--- src/rtl/aes_gf_pkg.sv ---
// GF(2^8) helpers and shared types for the AES column-mixing datapath.
// The engine's FSM state type also lives here so checkers can bind to it.
package aes_gf_pkg;

    localparam logic [7:0] AES_POLY = 8'h1B;

    typedef logic [31:0]  aes_col_t;
    typedef logic [127:0] aes_state_t;

    typedef enum logic [1:0] {
        ST_IDLE = 2'd0,
        ST_RUN  = 2'd1,
        ST_DONE = 2'd2
    } mix_state_e;

    function automatic logic [7:0] gf_xtime(input logic [7:0] b);
        return {b[6:0], 1'b0} ^ (b[7] ? AES_POLY : 8'h00);
    endfunction

    function automatic logic [7:0] gf_mul3(input logic [7:0] b);
        return gf_xtime(b) ^ b;
    endfunction

    function automatic logic [7:0] gf_mul9(input logic [7:0] b);
        return gf_xtime(gf_xtime(gf_xtime(b))) ^ b;
    endfunction

    function automatic logic [7:0] gf_mulb(input logic [7:0] b);
        return gf_xtime(gf_xtime(gf_xtime(b))) ^ gf_xtime(b) ^ b;
    endfunction

    function automatic logic [7:0] gf_muld(input logic [7:0] b);
        return gf_xtime(gf_xtime(gf_xtime(b))) ^ gf_xtime(gf_xtime(b)) ^ b;
    endfunction

    function automatic logic [7:0] gf_mule(input logic [7:0] b);
        return gf_xtime(gf_xtime(gf_xtime(b))) ^ gf_xtime(gf_xtime(b)) ^ gf_xtime(b);
    endfunction

    // Column c of a column-major state sits at bits [127-32c -: 32].
    function automatic aes_col_t get_col(input aes_state_t s, input logic [1:0] c);
        case (c)
            2'd0:    return s[127:96];
            2'd1:    return s[95:64];
            2'd2:    return s[63:32];
            default: return s[31:0];
        endcase
    endfunction

    function automatic aes_state_t put_col(input aes_state_t s, input logic [1:0] c,
                                           input aes_col_t v);
        aes_state_t r;
        r = s;
        case (c)
            2'd0:    r[127:96] = v;
            2'd1:    r[95:64]  = v;
            2'd2:    r[63:32]  = v;
            default: r[31:0]   = v;
        endcase
        return r;
    endfunction

endpackage

--- src/rtl/mixcolumns_iter_if.sv ---
// Upstream and downstream handshakes of the iterative MixColumns engine.
// valid/ready: a transfer happens on a rising edge where both are high; a source
// holds valid and its payload stable until that edge, and ready never depends on valid.
interface mixcolumns_iter_if;
    import aes_gf_pkg::*;

    logic       in_valid;
    logic       in_ready;
    logic       in_inv;
    aes_state_t state_in;
    logic       out_valid;
    logic       out_ready;
    aes_state_t state_out;

    modport master (
        output in_valid, in_inv, state_in, out_ready,
        input  in_ready, out_valid, state_out
    );

    modport slave (
        input  in_valid, in_inv, state_in, out_ready,
        output in_ready, out_valid, state_out
    );

endinterface

--- src/rtl/aes_mix_column.sv ---
// Combinational mixer for one 32-bit column: MixColumns when i_inv=0,
// InvMixColumns when i_inv=1. Row 0 is the MSB byte.
module aes_mix_column
    import aes_gf_pkg::*;
(
    input  aes_col_t i_col,
    input  logic     i_inv,
    output aes_col_t o_col
);

    logic [7:0] w_a [4];
    logic [7:0] w_f [4];
    logic [7:0] w_i [4];

    assign w_a[0] = i_col[31:24];
    assign w_a[1] = i_col[23:16];
    assign w_a[2] = i_col[15:8];
    assign w_a[3] = i_col[7:0];

    // Row r uses the coefficient row rotated right by r.
    always_comb begin
        for (int r = 0; r < 4; r++) begin
            w_f[r] = gf_xtime(w_a[r]) ^ gf_mul3(w_a[(r + 1) % 4])
                   ^ w_a[(r + 2) % 4] ^ w_a[(r + 3) % 4];
            w_i[r] = gf_mule(w_a[r]) ^ gf_mulb(w_a[(r + 1) % 4])
                   ^ gf_muld(w_a[(r + 2) % 4]) ^ gf_mul9(w_a[(r + 3) % 4]);
        end
    end

    assign o_col = i_inv ? {w_i[0], w_i[1], w_i[2], w_i[3]}
                         : {w_f[0], w_f[1], w_f[2], w_f[3]};

endmodule

--- src/rtl/mixcolumns_iter.sv ---
// Iterative AES MixColumns/InvMixColumns engine: mixes LANES columns per clock
// in place in a working register, then presents the whole state downstream.
module mixcolumns_iter
    import aes_gf_pkg::*;
#(
    parameter int LANES = 4
) (
    input  logic               clk,
    input  logic               rst,
    mixcolumns_iter_if.slave   bus,
    output logic               busy,
    output mix_state_e         o_dbg_state
);

    if (!(LANES == 1 || LANES == 2 || LANES == 4)) begin : g_bad_lanes
        $error("mixcolumns_iter: LANES must be 1, 2 or 4");
    end

    // With LANES=4 the step wraps to 0 and the only pass starts and ends at column 0.
    localparam logic [1:0] COL_STEP = 2'(LANES);
    localparam logic [1:0] LAST_COL = 2'(4 - LANES);

    mix_state_e r_state, w_next_state;
    logic [1:0] r_col, w_next_col;
    aes_state_t r_work, w_next_work;
    logic       r_inv, w_next_inv;

    aes_col_t   w_lane_out [LANES];

    for (genvar l = 0; l < LANES; l++) begin : g_lane
        aes_mix_column u_mix (
            .i_col (get_col(r_work, r_col + 2'(l))),
            .i_inv (r_inv),
            .o_col (w_lane_out[l])
        );
    end

    always_ff @(posedge clk or posedge rst) begin
        if (rst) begin
            r_state <= ST_IDLE;
            r_col   <= 2'd0;
            r_work  <= '0;
            r_inv   <= 1'b0;
        end else begin
            r_state <= w_next_state;
            r_col   <= w_next_col;
            r_work  <= w_next_work;
            r_inv   <= w_next_inv;
        end
    end

    always_comb begin
        w_next_state = r_state;
        w_next_col   = r_col;
        w_next_work  = r_work;
        w_next_inv   = r_inv;
        case (r_state)
            ST_IDLE: begin
                if (bus.in_valid) begin
                    w_next_work  = bus.state_in;
                    w_next_inv   = bus.in_inv;
                    w_next_col   = 2'd0;
                    w_next_state = ST_RUN;
                end
            end
            ST_RUN: begin
                for (int l = 0; l < LANES; l++) begin
                    w_next_work = put_col(w_next_work, r_col + 2'(l), w_lane_out[l]);
                end
                w_next_col = r_col + COL_STEP;
                if (r_col == LAST_COL) begin
                    w_next_state = ST_DONE;
                end
            end
            ST_DONE: begin
                if (bus.out_ready) begin
                    w_next_state = ST_IDLE;
                end
            end
            default: w_next_state = ST_IDLE;
        endcase
    end

    assign bus.in_ready  = (r_state == ST_IDLE);
    assign bus.out_valid = (r_state == ST_DONE);
    assign bus.state_out = r_work;
    assign busy          = (r_state == ST_RUN) || (r_state == ST_DONE);
    assign o_dbg_state   = r_state;

endmodule

--- src/flat_wrapper.sv ---
// flat-port wrapper written by rule: the top's interface ports become plain ports
module mixcolumns_iter_flat import aes_gf_pkg::*;
#(
    parameter int LANES = 4
)
  (clk, rst, busy, o_dbg_state, bus_in_valid, bus_in_inv, bus_state_in, bus_out_ready, bus_in_ready, bus_out_valid, bus_state_out);
  mixcolumns_iter_if bus_i ();
  input  logic clk;
  input  logic rst;
  output logic busy;
  output mix_state_e o_dbg_state;
  input wire logic [$bits(bus_i.in_valid)-1:0] bus_in_valid;
  input wire logic [$bits(bus_i.in_inv)-1:0] bus_in_inv;
  input wire logic [$bits(bus_i.state_in)-1:0] bus_state_in;
  input wire logic [$bits(bus_i.out_ready)-1:0] bus_out_ready;
  output wire logic [$bits(bus_i.in_ready)-1:0] bus_in_ready;
  output wire logic [$bits(bus_i.out_valid)-1:0] bus_out_valid;
  output wire logic [$bits(bus_i.state_out)-1:0] bus_state_out;
  assign bus_i.in_valid = bus_in_valid;
  assign bus_i.in_inv = bus_in_inv;
  assign bus_i.state_in = bus_state_in;
  assign bus_i.out_ready = bus_out_ready;
  assign bus_in_ready = bus_i.in_ready;
  assign bus_out_valid = bus_i.out_valid;
  assign bus_state_out = bus_i.state_out;
  mixcolumns_iter #(.LANES(LANES)) u_core (.clk(clk), .rst(rst), .bus(bus_i), .busy(busy), .o_dbg_state(o_dbg_state));
endmodule
--- config.mk ---
export PLATFORM = sky130hd
export DESIGN_NAME = mixcolumns_iter_flat
export DESIGN_NICKNAME = d
export VERILOG_FILES = /design/src/rtl/aes_gf_pkg.sv /design/src/rtl/mixcolumns_iter_if.sv /design/src/rtl/aes_mix_column.sv /design/src/rtl/mixcolumns_iter.sv /design/src/flat_wrapper.sv
export SDC_FILE = /design/constraint.sdc
export NUM_CORES = 1
export LEC_CHECK = 0
export ABC_AREA = 1
export ABC_CLOCK_PERIOD_IN_PS = 13410
export CORE_ASPECT_RATIO = 0.5
export CORE_MARGIN = 3
export CORE_UTILIZATION = 25
export CTS_BUF_LIST = sky130_fd_sc_hd__clkbuf_2 sky130_fd_sc_hd__clkbuf_4 sky130_fd_sc_hd__clkbuf_8
export DETAILED_ROUTE_END_ITERATION = 8
export PLACE_DENSITY = 0.39
export SETUP_SLACK_MARGIN = 0.2
export SLEW_MARGIN = 30
export SYNTH_ARGS = -nofsm -noshare
export SYNTH_HDL_FRONTEND = slang
export SYNTH_HIERARCHICAL = 1
export SYNTH_SLANG_ARGS = --single-unit
--- constraint.sdc ---
create_clock -name clk -period 13.41 [get_ports clk]
set_input_delay 2.682 -clock clk [delete_from_list [all_inputs] [get_ports clk]]
set_output_delay 2.682 -clock clk [all_outputs]
set_load 0.01 [all_outputs]
run_1/floorplan.png
Pins as bars on the die edge. Tap cells in gray.
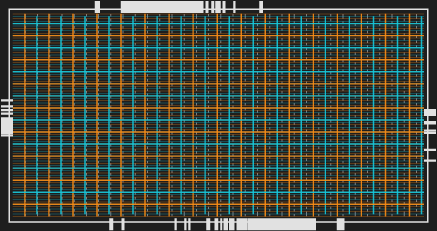
Cyan stands for VDD. Orange stands for VSS.
1419 tap cells. The core has 84 rows.
Die Span Y: 238 um
Die W: 471 um
CORE AREA: 106000 um2

run_1/class_map.png
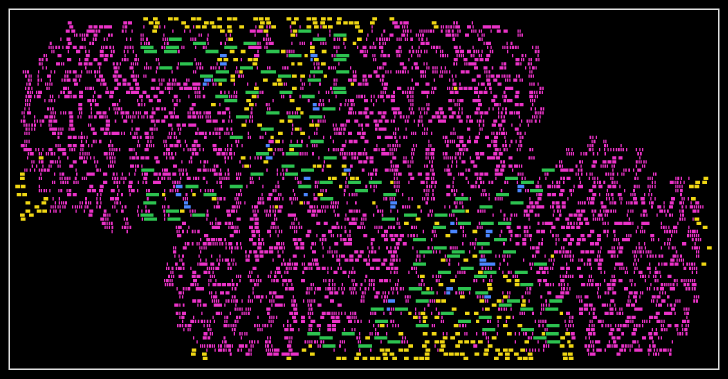
Green stands for sequential cells, cells 131, share of their area 11%. Magenta stands for remaining logic cells, cells 4305, share of their area 77%. Blue stands for clock drivers and dummy loads, cells 32, share of their area 1.4%. Yellow stands for remaining buffers and delay cells, cells 299, share of their area 10%.
post-layout util: 29.0%
post-route cell area: 30800 um2
Std-Cell Rows: 84
Seq/total area: 10.7%

==> run_results.csv, run 1 <==
group,metric,value,unit
outcome,status,"completed",
sta,clock.fmax,197,MHz
sta,tns,0,ns
worst_setup_path,crit_path_max_fanout,69,
routing,wl_per_cell,21.1,um
sta,whs,0.550,ns
routing,wl,131000,um
job,warnings,28,
placed_design,io_buffers,265,
placed_design,place_area,30400,um2
final_layout,lay_top_cells,"nand2_1, xor2_1, nand3_1",
routing,via_per_inst,4.70,
routing,drt_iter0_markers,2365,
worst_setup_path,r2r_slack,9.53,ns
yosys,xor_share,29.2,%
clock_network,postCtsSetupRepairBufs,0,
clock_network,cts_root_buf,"clkbuf_8",
final_layout,drive_gt1_share,7.09,%
yosys,synth_area_leader_cell,"nand2_1",
hold_path,hp-start,"u_core/o_dbg_state[1]",
worst_setup_path,required,13.87,ns
yosys,ys_area,27000,um2
run_1/clock_wires.png
Scale bar: 100 um.
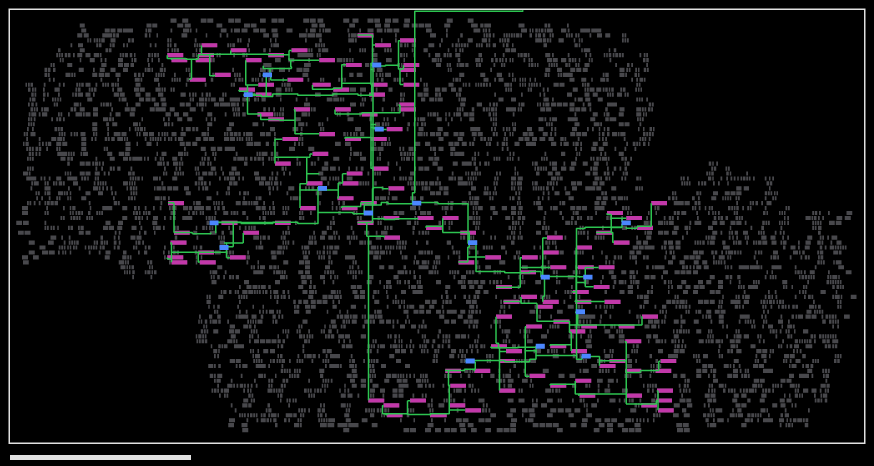
Blue stands for clock-net drivers, count 17. Magenta stands for flip-flops, count 131. Green stands for clock wires, length 2640 um.
There are 18 routed clock nets.
Clock Latency Late Sink: 0.54 ns
final clock skew: 0.0235 ns

[run 1: worst max-delay path, cell delays in order]
cell,delay [ns]
clkdlybuf4s50_1,0.57
nand2_4,0.41
nand2_4,0.76
buf_4,0.76
nand2_1,0.13
nand2_1,0.09
[run 1: sequential cells by signal, summed over array words and instances, names as in the netlist]
signal and count:
u_core/r_inv 1, u_core/o_dbg_state 2, u_core/bus.state_out 128
[run 1: final cells by class]
| class | instances | area, um2 |
|---|---|---|
| antenna | 4 | 10.0 |
| clock buffer | 18 | 248 |
| clock inverter | 14 | 144 |
| fill | 12004 | 75300 |
| inverter | 387 | 1500 |
| multi-input combinational | 3918 | 20900 |
| sequential | 131 | 3280 |
| tap | 1419 | 1780 |
| timing repair buffer | 299 | 2910 |
run_1/layers.png
Scale bar: 100 um.
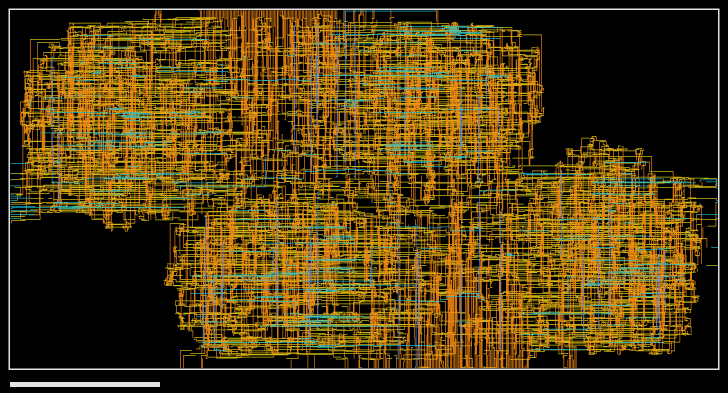

==> run 1 -> run 2 <==
--- a/config.mk
+++ b/config.mk
@@ -6,7 +6,7 @@
 export NUM_CORES = 1
 export LEC_CHECK = 0
 export ABC_AREA = 1
-export ABC_CLOCK_PERIOD_IN_PS = 13410
+export ABC_CLOCK_PERIOD_IN_PS = 4900
 export CORE_ASPECT_RATIO = 0.5
 export CORE_MARGIN = 3
 export CORE_UTILIZATION = 25
==> constraint.sdc (replaced) <==
create_clock -name clk -period 4.9 [get_ports clk]
set_input_delay 0.98 -clock clk [delete_from_list [all_inputs] [get_ports clk]]
set_output_delay 0.98 -clock clk [all_outputs]
set_load 0.01 [all_outputs]
run_2/layers.png
Scale bar: 100 um.
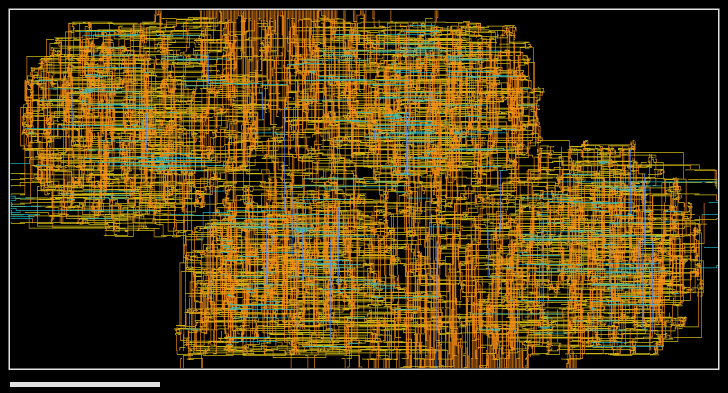
Orange stands for M2, wire length 63.0 mm. Blue stands for M4, wire length 1820 um. Cyan stands for M3, wire length 6400 um. Yellow stands for M1, wire length 61.5 mm.
total global-route track usage: 22.9%
Avg WL per Cell: 21.4 um
Via Count: 29012
final WL: 133000 um

run_2/congestion_map.png
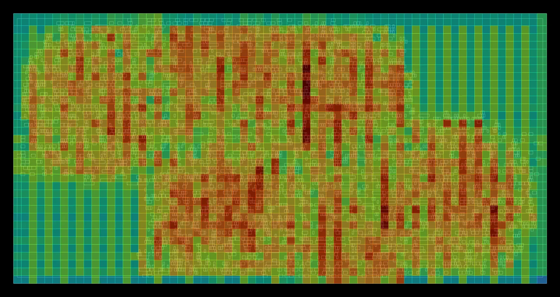
M3 GR Usage: 1.81%
met1 Resource Use GR: 31.8%
grt met2 use: 39.3%
post-layout util: 29.1%

==> run_results.csv, run 2 <==
group,metric,value,unit
floorplan,dieArea,112000,um2
yosys,synth_flop_count,131,
final_layout,fill_cells,11942,
sta,clock_skew,0.0258,ns
clock_network,postCtsSetupRepairBufs,0,
placed_design,place_area,30500,um2
worst_setup_path,crit_path_max_fanout,15,
routing,met1_length,61500,um
yosys,synth_area_leader_cell,"nand2_1",
floorplan,fp.dieW,471,um
yosys,ys_area,27000,um2
worst_setup_path,critPathSlowestCell,"dfrtp_1",
sta,tns,0,ns
worst_setup_path,path_buffers,1,
worst_setup_path,crit_cells,1,
final_layout,largest_reg_flops,128,
floorplan,core-area,106000,um2
hold_path,hp-start,"u_core/o_dbg_state[1]",
worst_setup_path,path_cells,"clkdlybuf4s50_1",
clock_network,cts_buffer_depth,2,
worst_setup_path,required,3.92,ns
yosys,fp_nets,4786,
sta,fin_crit,3.24,ns
yosys,synth.most_common_cell,"nand2_1",
floorplan,fp-row-count,84,
final_layout,fin_area,30900,um2
final_layout,lay_top_cells,"nand2_1, xor2_1, nand3_1",
worst_setup_path,cpPeakStageDelay,0.99,ns
yosys,xor_share,29.2,%
sta,setup_ws,1.66,ns
outcome,status,"completed",
job,warnings,28,
worst_setup_path,cp_top_family,"flip-flops",
clock_network,clock_latency,0.55,ns
yosys,async_flop_share,100,%
worst_setup_path,r2r_slack,1.81,ns
hold_path,min_to,"u_core/o_dbg_state[1]",
clock_network,cts_root_buf,"clkbuf_8",
clock_network,htreeDepth,4,
sta,whs,0.543,ns
routing,via_per_inst,4.68,
grt,grt_pass1_wl,192000,um
sta,clock.fmax,309,MHz
floorplan,die_h,238,um
final_layout,drive_gt1_share,7.28,%
routing,drt_iter0_markers,2612,
placed_design,io_buffers,265,
[run 2: layout make-up]
class	count	area [um2]	area share, %
diodes	2	5.00	0.0162
clock buffers	20	269	0.871
clock inverters	11	130	0.421
inverters	387	1500	4.86
multi-input cells	3918	20900	67.7
flip-flops and latches	131	3280	10.6
well taps	1419	1780	5.75
repair buffers	311	3010	9.75
[run 2: layer usage]
layer / vias up / GRT usage, %
met5: - / 0
met4: 0 / 3.93
met3: 98 / 1.81
met2: 833 / 39.3
met1: 13748 / 31.8
li1: 14333 / -
